[config.mk]
export PLATFORM = sky130hd
export DESIGN_NAME = mfp_adc_max10_responder
export DESIGN_NICKNAME = d
export VERILOG_FILES = /design/src/rtl/mfp_adc_max10_responder_pkg.sv /design/src/rtl/mfp_adc_max10_resp_datagen.sv /design/src/rtl/mfp_adc_max10_responder.sv
export SDC_FILE = /design/constraint.sdc
export NUM_CORES = 1
export LEC_CHECK = 0
export CORE_AREA = 2 2 73 75
export DETAILED_ROUTE_END_ITERATION = 6
export DIE_AREA = 0 0 75 77
export GPL_TIMING_DRIVEN = 0
export PLACE_DENSITY = 0.73
export RECOVER_POWER = 100
export SKIP_LAST_GASP = 1
export SYNTH_ARGS = -nofsm -noshare
export SYNTH_HDL_FRONTEND = slang
export SYNTH_SLANG_ARGS = --single-unit
export TNS_END_PERCENT = 5
[constraint.sdc]
create_clock -name CLK -period 1.5 [get_ports CLK]
set_input_delay 0.375 -clock CLK [delete_from_list [all_inputs] [get_ports CLK]]
set_output_delay 0.375 -clock CLK [all_outputs]
set_load 0.1 [all_outputs]
[src/rtl/mfp_adc_max10_responder_pkg.sv]
// Shared constants and types for the MAX10 ADC responder and the core that drives it.
// The ADC_* defaults are the single source both sides take their parameters from.
package mfp_adc_max10_responder_pkg;

   localparam int          ADC_RESP_CONV_CYCLES = 12;
   localparam int          ADC_TEMP_CHANNEL     = 17;
   localparam logic [11:0] ADC_TEMP_CODE        = 12'h7A0;
   localparam int          ADC_MAX_CHANNEL      = 17;

   localparam int ADC_CH_W   = 5;
   localparam int ADC_DATA_W = 12;
   localparam int ADC_SAMP_W = 7;

   typedef struct packed {
      logic [ADC_CH_W-1:0] ch;
      logic                sop;
      logic                eop;
   } adc_cmd_t;

endpackage

[src/rtl/mfp_adc_max10_resp_datagen.sv]
// Combinational response-data generator: maps (channel, sample count) to the 12-bit result
// and flags channels above the legal range.
module mfp_adc_max10_resp_datagen
   import mfp_adc_max10_responder_pkg::*;
#(
   parameter int          TEMP_CHANNEL = ADC_TEMP_CHANNEL,
   parameter logic [11:0] TEMP_CODE    = ADC_TEMP_CODE,
   parameter int          MAX_CHANNEL  = ADC_MAX_CHANNEL
)(
   input  logic [ADC_CH_W-1:0]   i_ch,
   input  logic [ADC_SAMP_W-1:0] i_samp,
   output logic [ADC_DATA_W-1:0] o_data,
   output logic                  o_err
);

   // Temperature channel wins over the range check so a fixed code is always returned for it.
   always_comb begin
      o_data = {i_ch, i_samp};
      o_err  = 1'b0;
      if (i_ch == 5'(TEMP_CHANNEL)) begin
         o_data = TEMP_CODE;
         o_err  = 1'b0;
      end else if (i_ch > 5'(MAX_CHANNEL)) begin
         o_data = 12'hFFF;
         o_err  = 1'b1;
      end else begin
         o_data = {i_ch, i_samp};
         o_err  = 1'b0;
      end
   end

endmodule

[src/rtl/mfp_adc_max10_responder.sv]
// Avalon-ST command/response stand-in for the MAX10 modular ADC: one active conversion plus
// a one-deep pending slot, fixed conversion latency, deterministic response data.
module mfp_adc_max10_responder
   import mfp_adc_max10_responder_pkg::*;
#(
   parameter int          CONV_CYCLES  = ADC_RESP_CONV_CYCLES,
   parameter int          TEMP_CHANNEL = ADC_TEMP_CHANNEL,
   parameter logic [11:0] TEMP_CODE    = ADC_TEMP_CODE,
   parameter int          MAX_CHANNEL  = ADC_MAX_CHANNEL
)(
   input  logic                  CLK,
   input  logic                  RESET,
   input  logic                  ADC_PLL_LOCKED,
   input  logic                  ADC_C_Valid,
   input  logic [ADC_CH_W-1:0]   ADC_C_Channel,
   input  logic                  ADC_C_SOP,
   input  logic                  ADC_C_EOP,
   output logic                  ADC_C_Ready,
   output logic                  ADC_R_Valid,
   output logic [ADC_CH_W-1:0]   ADC_R_Channel,
   output logic [ADC_DATA_W-1:0] ADC_R_Data,
   output logic                  ADC_R_SOP,
   output logic                  ADC_R_EOP,
   output logic                  ADC_BUSY,
   output logic                  ADC_CH_ERR
);

   localparam int CNT_W = $clog2(CONV_CYCLES);
   localparam logic [CNT_W-1:0] CNT_LOAD = CNT_W'(CONV_CYCLES - 1);

   typedef enum logic [1:0] {
      S_IDLE = 2'd0,
      S_CONV = 2'd1,
      S_RESP = 2'd2
   } state_t;

   state_t                r_state;
   logic [CNT_W-1:0]      r_cnt;
   adc_cmd_t              r_act;
   adc_cmd_t              r_pend;
   logic                  r_pend_v;
   logic [ADC_SAMP_W-1:0] r_samp;
   logic                  r_rsp_valid;
   logic [ADC_CH_W-1:0]   r_rsp_ch;
   logic [ADC_DATA_W-1:0] r_rsp_data;
   logic                  r_rsp_sop;
   logic                  r_rsp_eop;
   logic                  r_ch_err;

   logic                  w_ready;
   logic                  w_accept;
   adc_cmd_t              w_cmd;
   logic [ADC_DATA_W-1:0] w_data;
   logic                  w_err;

   assign w_ready  = ADC_PLL_LOCKED & ~r_pend_v;
   assign w_accept = ADC_C_Valid & w_ready;
   assign w_cmd    = '{ch: ADC_C_Channel, sop: ADC_C_SOP, eop: ADC_C_EOP};

   mfp_adc_max10_resp_datagen #(
      .TEMP_CHANNEL (TEMP_CHANNEL),
      .TEMP_CODE    (TEMP_CODE),
      .MAX_CHANNEL  (MAX_CHANNEL)
   ) u_datagen (
      .i_ch   (r_act.ch),
      .i_samp (r_samp),
      .o_data (w_data),
      .o_err  (w_err)
   );

   // Conversion FSM with registered response outputs, pending slot and sample counter.
   always_ff @(posedge CLK) begin
      if (RESET) begin
         r_state     <= S_IDLE;
         r_cnt       <= '0;
         r_act       <= '0;
         r_pend      <= '0;
         r_pend_v    <= 1'b0;
         r_samp      <= '0;
         r_rsp_valid <= 1'b0;
         r_rsp_ch    <= '0;
         r_rsp_data  <= '0;
         r_rsp_sop   <= 1'b0;
         r_rsp_eop   <= 1'b0;
         r_ch_err    <= 1'b0;
      end else begin
         case (r_state)
            S_IDLE: begin
               r_rsp_valid <= 1'b0;
               if (w_accept) begin
                  r_act   <= w_cmd;
                  r_cnt   <= CNT_LOAD;
                  r_state <= S_CONV;
               end
            end
            S_CONV: begin
               r_rsp_valid <= 1'b0;
               if (w_accept) begin
                  r_pend   <= w_cmd;
                  r_pend_v <= 1'b1;
               end
               if (r_cnt == '0) begin
                  r_state     <= S_RESP;
                  r_rsp_valid <= 1'b1;
                  r_rsp_ch    <= r_act.ch;
                  r_rsp_data  <= w_data;
                  r_rsp_sop   <= r_act.sop;
                  r_rsp_eop   <= r_act.eop;
                  r_ch_err    <= r_ch_err | w_err;
               end else begin
                  r_cnt <= r_cnt - CNT_W'(1);
               end
            end
            S_RESP: begin
               // Ready is low whenever the pending slot is full, so promotion and a new accept never collide.
               r_rsp_valid <= 1'b0;
               r_samp      <= r_samp + 7'd1;
               if (r_pend_v) begin
                  r_act    <= r_pend;
                  r_pend_v <= 1'b0;
                  r_cnt    <= CNT_LOAD;
                  r_state  <= S_CONV;
               end else if (w_accept) begin
                  r_act   <= w_cmd;
                  r_cnt   <= CNT_LOAD;
                  r_state <= S_CONV;
               end else begin
                  r_state <= S_IDLE;
               end
            end
            default: begin
               r_rsp_valid <= 1'b0;
               r_state     <= S_IDLE;
            end
         endcase
      end
   end

   assign ADC_C_Ready   = w_ready;
   assign ADC_R_Valid   = r_rsp_valid;
   assign ADC_R_Channel = r_rsp_ch;
   assign ADC_R_Data    = r_rsp_data;
   assign ADC_R_SOP     = r_rsp_sop;
   assign ADC_R_EOP     = r_rsp_eop;
   assign ADC_BUSY      = (r_state != S_IDLE) | r_pend_v;
   assign ADC_CH_ERR    = r_ch_err;

endmodule

==> changes_impl.md <==
### Implementation results

- Clk cell area share: ~3.6%
- Fillcell total: approximately 460
- Tapcell count: approximately 70
- Synth Seq Share: 42.2%
- Largest net degree at the start of global routing: 17
- Basic Gates by Area: between 20% and 30%
- Vias in the first global route: ~1,900
- H-tree level count: 2
- Setup ws final: -0.0993 ns
- R2R cell count: 7
- DR WL met2: 2860 microns
- Mi-comb count: 202
- Pre-antenna DRT Iters: 4
- Ys async rst share: 0%
- WL met3: about 230 microns
- Mapped cell area: between 2000 and 2500 sq um
- Clock slew at reported path FFs: 0.10 ns
- Failing checks: negative setup slack
- Critical path's largest stage delay: approximately 0.55 ns
- Highest Clock Rate: 0.625 GHz
- Hold Startpoint: r_pend[6]
- Top pwr grp: registers
- CP top delay family: buffers and inverters
- Sequential cell area: roughly 990 sq um
- CTS Hold Bufs: 0
- Top logic family: AND-OR/OR-AND gates
- Top-area cell share: 42.2%
- Worst slew pin tran: approximately 0.67 ns
- Total die size: between 5000 and 6000 sq um
- Flops: approximately 49
- ANT cells: 0
- Wirelength per Cell: approximately 15 microns
- Nets: between 300 and 400
- Max stage delay cell, worst path: clkdlybuf4s18_2
- Gr ovfl total: 0
- Clock buffer depth: 2
- Crit Reg-Reg Startpoint: r_state[1]
- Comb power: 0.00110 W
- IO buf count: 32
- Power share of the combinational group: between 30% and 40%
- Worst relative slew slack: approximately 55%
- First-pass GRT wire length: between 9000 and 10,000 microns
- Dpl ws: -1.09 ns
- MaxCap Viol Count: 0
- CTS Sinks: ~49
- Seq power: approximately 0.0015 W
- Status: complete, but fails checks
- Unique masters post-synth: 48
- Unrepaired setup endpoints after global routing: true
- Fraction of layout cells with a size suffix above 1: between 20 and 30%
- Syn. warnings: 0
- Tot GR Track Use: 20.0%
- Ao+oa area frac: 24.0%
- Placed Cells: 378
- Clock power share: about 27%
- Non-clk invs: 7
- Crit-path max FO: 2
- Vias per inst: ~5.4
- Sequential share of power: between 40% and 50%
- Final Wtd Congestion: slightly below 0.9
- Yosys cell count: 276
- DR top layer: met4
- Initial antenna violation count: 0
- Clock buf count: 5
- Main synth FF type: dfxtp_1
- Setup TNS: -1.63 ns
- Chip width: between 70 and 80 microns
- Non-clock buffer share of cell area: between 10% and 20%
- Clk_lat worst skew: 0.31 ns
- Tmin final: 1.60 ns
- Residual DRC: 0
- Setup crit end kind: primary output
- Hold path cells: 2
- Slew Viols, Final: 0
- Worst Hold Endpoint: r_pend[6]
- WP data required: 1.12 ns
- Post-DRT Antenna Nets: 0
- Setup Viol. Count Final: 27
- NetSw: about 0.0012 W
- FP Core Util: a little under half
- Fin crit share: 107%
- Switching Share: 34.6%
- Levels on crit path: 1
- Hold Crit Class: flip-flop to flip-flop
- Die height: between 70 and 80 microns
- Post CTS Setup Buffer Count: 6
- Final hold violations: 0
- Area after DPL: between 2000 and 3000 sq um
==> images/met1.png <==
The bar under the picture is 20 microns long.
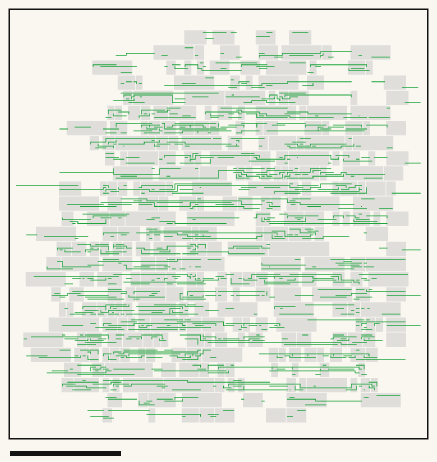
wire length on this layer	2,690 microns
share of all routed wire	46%
vias: 2,136
aggregate routed wire length: 5850 microns
met1 Usage GRT: 27.4%

==> images/met2.png <==
The bar under the picture is 20 microns long.
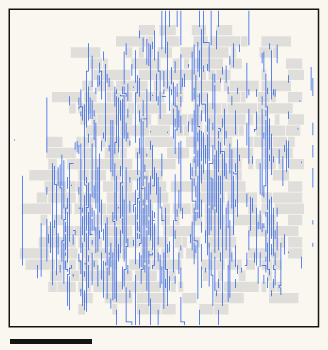
share of all routed wire	49%
longest straight run	37.1 microns
nets with wire on the layer	284
met2 usage: 30.9%

==> images/met3.png <==
The bar under the picture is 20 microns long.
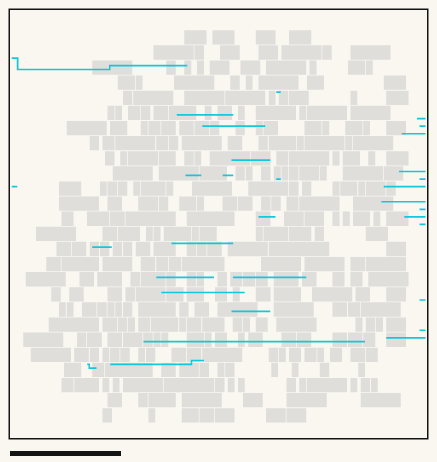
share of all routed wire	3.9%
wire length on this layer	226 microns
main direction	horizontal
nets with wire on the layer	25

Power is estimated from default activity; no workload was simulated.
